File: src/rtl/video_pkg.sv
// Shared video definitions: output modes, RGB332 field layout and the readback expander.
package video_pkg;

  localparam int unsigned ChanW = 8;

  typedef enum logic [1:0] {
    ModeLive     = 2'd0,
    ModeReadback = 2'd1,
    ModeBlack    = 2'd2,
    ModeRsvd     = 2'd3
  } mode_e;

  localparam int unsigned Rgb332RLsb = 5;
  localparam int unsigned Rgb332GLsb = 2;
  localparam int unsigned Rgb332BLsb = 0;

  // Bit replication keeps full-scale codes at 8'hFF and zero at 8'h00.
  function automatic logic [3*ChanW-1:0] expand_rgb332(input logic [7:0] w);
    logic [2:0] r;
    logic [2:0] g;
    logic [1:0] b;
    r = w[Rgb332RLsb +: 3];
    g = w[Rgb332GLsb +: 3];
    b = w[Rgb332BLsb +: 2];
    return {r, r, r[2:1], g, g, g[2:1], b, b, b, b};
  endfunction

endpackage

File: src/rtl/sync_delay_line.sv
// Fixed-depth shift register for timing strobes; every stage resets to ResetVal.
module sync_delay_line #(
  parameter int unsigned       Width    = 3,
  parameter int unsigned       Depth    = 4,
  parameter logic [Width-1:0]  ResetVal = '1
) (
  input  logic             clk,
  input  logic             reset,
  input  logic [Width-1:0] d_i,
  output logic [Width-1:0] q_o
);

  logic [Depth-1:0][Width-1:0] dly_q;

  always_ff @(posedge clk or posedge reset) begin
    if (reset) begin
      dly_q <= {Depth{ResetVal}};
    end else begin
      dly_q[0] <= d_i;
      for (int unsigned i = 1; i < Depth; i++) begin
        dly_q[i] <= dly_q[i-1];
      end
    end
  end

  assign q_o = dly_q[Depth-1];

endmodule

File: src/rtl/pixel_compositor.sv
// Output stage: priority overlays with colour key, RGB332 readback or black, frame-latched
// settings. Define PIXEL_COMP_ALPHA_EN to blend layer 0 50/50 instead of replacing.
module pixel_compositor
  import video_pkg::*;
#(
  parameter int unsigned NUM_LAYERS = 4,
  parameter int unsigned PIX_W      = 24,
  parameter int unsigned SYNC_DLY   = 44
) (
  input  logic                        clk,
  input  logic                        reset,
  input  logic                        hsync,
  input  logic                        vsync,
  input  logic                        blank,
  input  logic [PIX_W-1:0]            base_pixel,
  input  logic [NUM_LAYERS*PIX_W-1:0] layer_pixel,
  input  logic [NUM_LAYERS-1:0]       layer_en,
  input  logic [PIX_W-1:0]            key_color,
  input  logic [1:0]                  mode_req,
  input  logic [7:0]                  fb_dout,
  input  logic                        in_display,
  output logic [PIX_W-1:0]            pixel_out,
  output logic                        hsync_out,
  output logic                        vsync_out,
  output logic                        blank_out,
  output logic                        frame_done,
  output logic [1:0]                  mode_act
);

`ifdef PIXEL_COMP_ALPHA_EN
  localparam int FirstLayer = 1;
`else
  localparam int FirstLayer = 0;
`endif

  // Timing is {hsync, vsync, blank}; tim_a lines up with the pixel inputs.
  logic [2:0] tim_a, tim_s1_q, tim_out_q;
  logic       frame_done_q;
  logic       vs_fall;

  sync_delay_line #(
    .Width    (3),
    .Depth    (SYNC_DLY - 2),
    .ResetVal (3'b111)
  ) u_sync_dly (
    .clk   (clk),
    .reset (reset),
    .d_i   ({hsync, vsync, blank}),
    .q_o   (tim_a)
  );

  assign vs_fall = !tim_a[1] && tim_s1_q[1];

  mode_e                 mode_act_q, mode_act_d, mode_s1_q;
  logic [NUM_LAYERS-1:0] layer_en_act_q, layer_en_act_d;
  logic [PIX_W-1:0]      live_d, live_q, rb_d, rb_q, live_mix, pix_d, pix_q;

  always_comb begin
    mode_act_d     = mode_act_q;
    layer_en_act_d = layer_en_act_q;
    if (vs_fall) begin
      mode_act_d     = mode_e'(mode_req);
      layer_en_act_d = layer_en;
    end
  end

  // Walk from lowest to highest priority so the lowest-index opaque layer lands last.
  always_comb begin
    live_d = base_pixel;
    for (int k = int'(NUM_LAYERS) - 1; k >= FirstLayer; k--) begin
      if (layer_en_act_q[k] && (layer_pixel[k*PIX_W +: PIX_W] != key_color)) begin
        live_d = layer_pixel[k*PIX_W +: PIX_W];
      end
    end
  end

  assign rb_d = in_display ? PIX_W'(expand_rgb332(fb_dout)) : '1;

`ifdef PIXEL_COMP_ALPHA_EN
  logic             l0_opaque_q;
  logic [PIX_W-1:0] l0_pix_q;

  always_ff @(posedge clk or posedge reset) begin
    if (reset) begin
      l0_opaque_q <= 1'b0;
      l0_pix_q    <= '0;
    end else begin
      l0_opaque_q <= layer_en_act_q[0] && (layer_pixel[PIX_W-1:0] != key_color);
      l0_pix_q    <= layer_pixel[PIX_W-1:0];
    end
  end

  always_comb begin
    logic [ChanW:0] sum;
    sum      = '0;
    live_mix = live_q;
    for (int c = 0; c < 3; c++) begin
      sum = {1'b0, l0_pix_q[c*ChanW +: ChanW]} + {1'b0, live_q[c*ChanW +: ChanW]};
      if (l0_opaque_q) live_mix[c*ChanW +: ChanW] = sum[ChanW:1];
    end
  end
`else
  assign live_mix = live_q;
`endif

  always_comb begin
    case (mode_s1_q)
      ModeReadback: pix_d = rb_q;
      ModeBlack:    pix_d = '0;
      default:      pix_d = live_mix;
    endcase
    if (tim_s1_q[0]) pix_d = '0;
  end

  always_ff @(posedge clk or posedge reset) begin
    if (reset) begin
      tim_s1_q       <= 3'b111;
      tim_out_q      <= 3'b111;
      frame_done_q   <= 1'b0;
      mode_act_q     <= ModeLive;
      layer_en_act_q <= '0;
      mode_s1_q      <= ModeLive;
      live_q         <= '0;
      rb_q           <= '0;
      pix_q          <= '0;
    end else begin
      tim_s1_q       <= tim_a;
      tim_out_q      <= tim_s1_q;
      frame_done_q   <= !tim_s1_q[1] && tim_out_q[1];
      mode_act_q     <= mode_act_d;
      layer_en_act_q <= layer_en_act_d;
      mode_s1_q      <= mode_act_q;
      live_q         <= live_d;
      rb_q           <= rb_d;
      pix_q          <= pix_d;
    end
  end

  assign pixel_out  = pix_q;
  assign hsync_out  = tim_out_q[2];
  assign vsync_out  = tim_out_q[1];
  assign blank_out  = tim_out_q[0];
  assign frame_done = frame_done_q;
  assign mode_act   = mode_act_q;

endmodule
File: config.mk
export PLATFORM = sky130hd
export DESIGN_NAME = pixel_compositor
export DESIGN_NICKNAME = d
export VERILOG_FILES = /design/src/rtl/video_pkg.sv /design/src/rtl/sync_delay_line.sv /design/src/rtl/pixel_compositor.sv
export SDC_FILE = /design/constraint.sdc
export NUM_CORES = 1
export LEC_CHECK = 0
export CAP_MARGIN = 20
export CORE_ASPECT_RATIO = 1.75
export CORE_UTILIZATION = 40
export DETAILED_ROUTE_END_ITERATION = 6
export PLACE_DENSITY_LB_ADDON = 0.12
export SLEW_MARGIN = 30
export SYNTH_ARGS = -nofsm -noshare
export SYNTH_HDL_FRONTEND = slang
export SYNTH_SLANG_ARGS = --single-unit
File: constraint.sdc
create_clock -name clk -period 17.9 [get_ports clk]
set_clock_uncertainty 0.2 [all_clocks]
set_input_delay 1.79 -clock clk [delete_from_list [all_inputs] [get_ports clk]]
set_output_delay 1.79 -clock clk [all_outputs]
set_load 0.1 [all_outputs]
==> qor.json <==
{
  "comb_cell_power": {"value": 263, "unit": "uW"},
  "outcome": {"value": "finished, final reports clean"},
  "yosys_register_bits": {"value": 197},
  "drt.antenna.violating_nets": {"value": 0},
  "synth_area": {"value": 7964, "unit": "um^2"},
  "finalWorstPathRequiredPeriod": {"value": 4.838, "unit": "ns"},
  "slew_headroom": {"value": 0.3311},
  "antenna_found_initial": {"value": 1},
  "critical_path.max_fanout": {"value": 24},
  "setup_repair_after_global_routing_missed_its_margin": {"value": "false"},
  "critPathMaxStageDelay": {"value": 0.53, "unit": "ns"},
  "post_synth_fa_ha_maj_area_fraction": {"value": 0.001571},
  "fin_area": {"value": 10690, "unit": "um^2"},
  "synth_area_leader_cell": {"value": "sky130_fd_sc_hd__dfstp_2"},
  "drt_iter0_drc": {"value": 281},
  "yosys-stat-area": {"value": 7964, "unit": "um^2"},
  "multi_input_comb_cells": {"value": 354},
  "ios": {"value": 194},
  "cpMaxStageDelayCell": {"value": "sky130_fd_sc_hd__clkdlybuf4s50_1"},
  "crit_family": {"value": "AND-OR/OR-AND gates"},
  "buffers": {"value": 202},
  "cts_setup_buffers": {"value": 0},
  "seq_share": {"value": 0.4768},
  "dominant_power_group": {"value": "registers"},
  "nFillCells": {"value": 1631},
  "yosys.cell_count.top_type": {"value": "sky130_fd_sc_hd__dfstp_2"},
  "cts-buffers-inserted": {"value": 17},
  "grt.overflow.total": {"value": 0}
}
[path summary, 6_finish.rpt]
kind,endpoint,cells after the start,startpoint
worst max-delay path,live_mix[2]$_DFF_PP0_,8,key_color[5]
worst min-delay path,u_sync_dly.dly_q[61]$_DFF_PP1_,0,u_sync_dly.dly_q[58]$_DFF_PP1_
worst max register to register,pixel_out[1]$_DFF_PP0_,4,mode_s1_q[0]$_DFF_PP0_
worst min register to register,u_sync_dly.dly_q[61]$_DFF_PP1_,0,u_sync_dly.dly_q[58]$_DFF_PP1_
max in group asynchronous,pixel_out[22]$_DFF_PP0_,3,reset
min in group asynchronous,layer_en_act_q[1]$_DFFE_PP0P_,2,reset
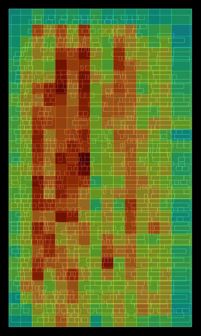
congestion_map.png
gr busiest metal: met2
global-route track usage on met3: 0.03874
post-route core utilization: 0.5518

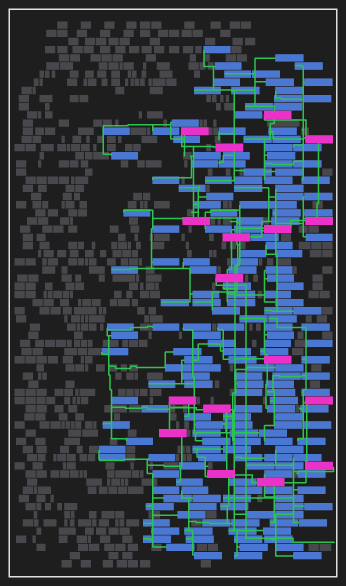
clock_wires.png
Drawn at 3 px/um.
[blue] flip-flops | count: 197
[green] clock wires | length: 2120 um
[magenta] clock-net drivers | count: 17
routed clock nets: 18
proportion of power drawn by the clock network: 0.315
P_clk: 356 uW
source-to-sink clock delay at the later pin of the worst-skew pair: 0.42 ns

Power and IR drop assume default switching activity.
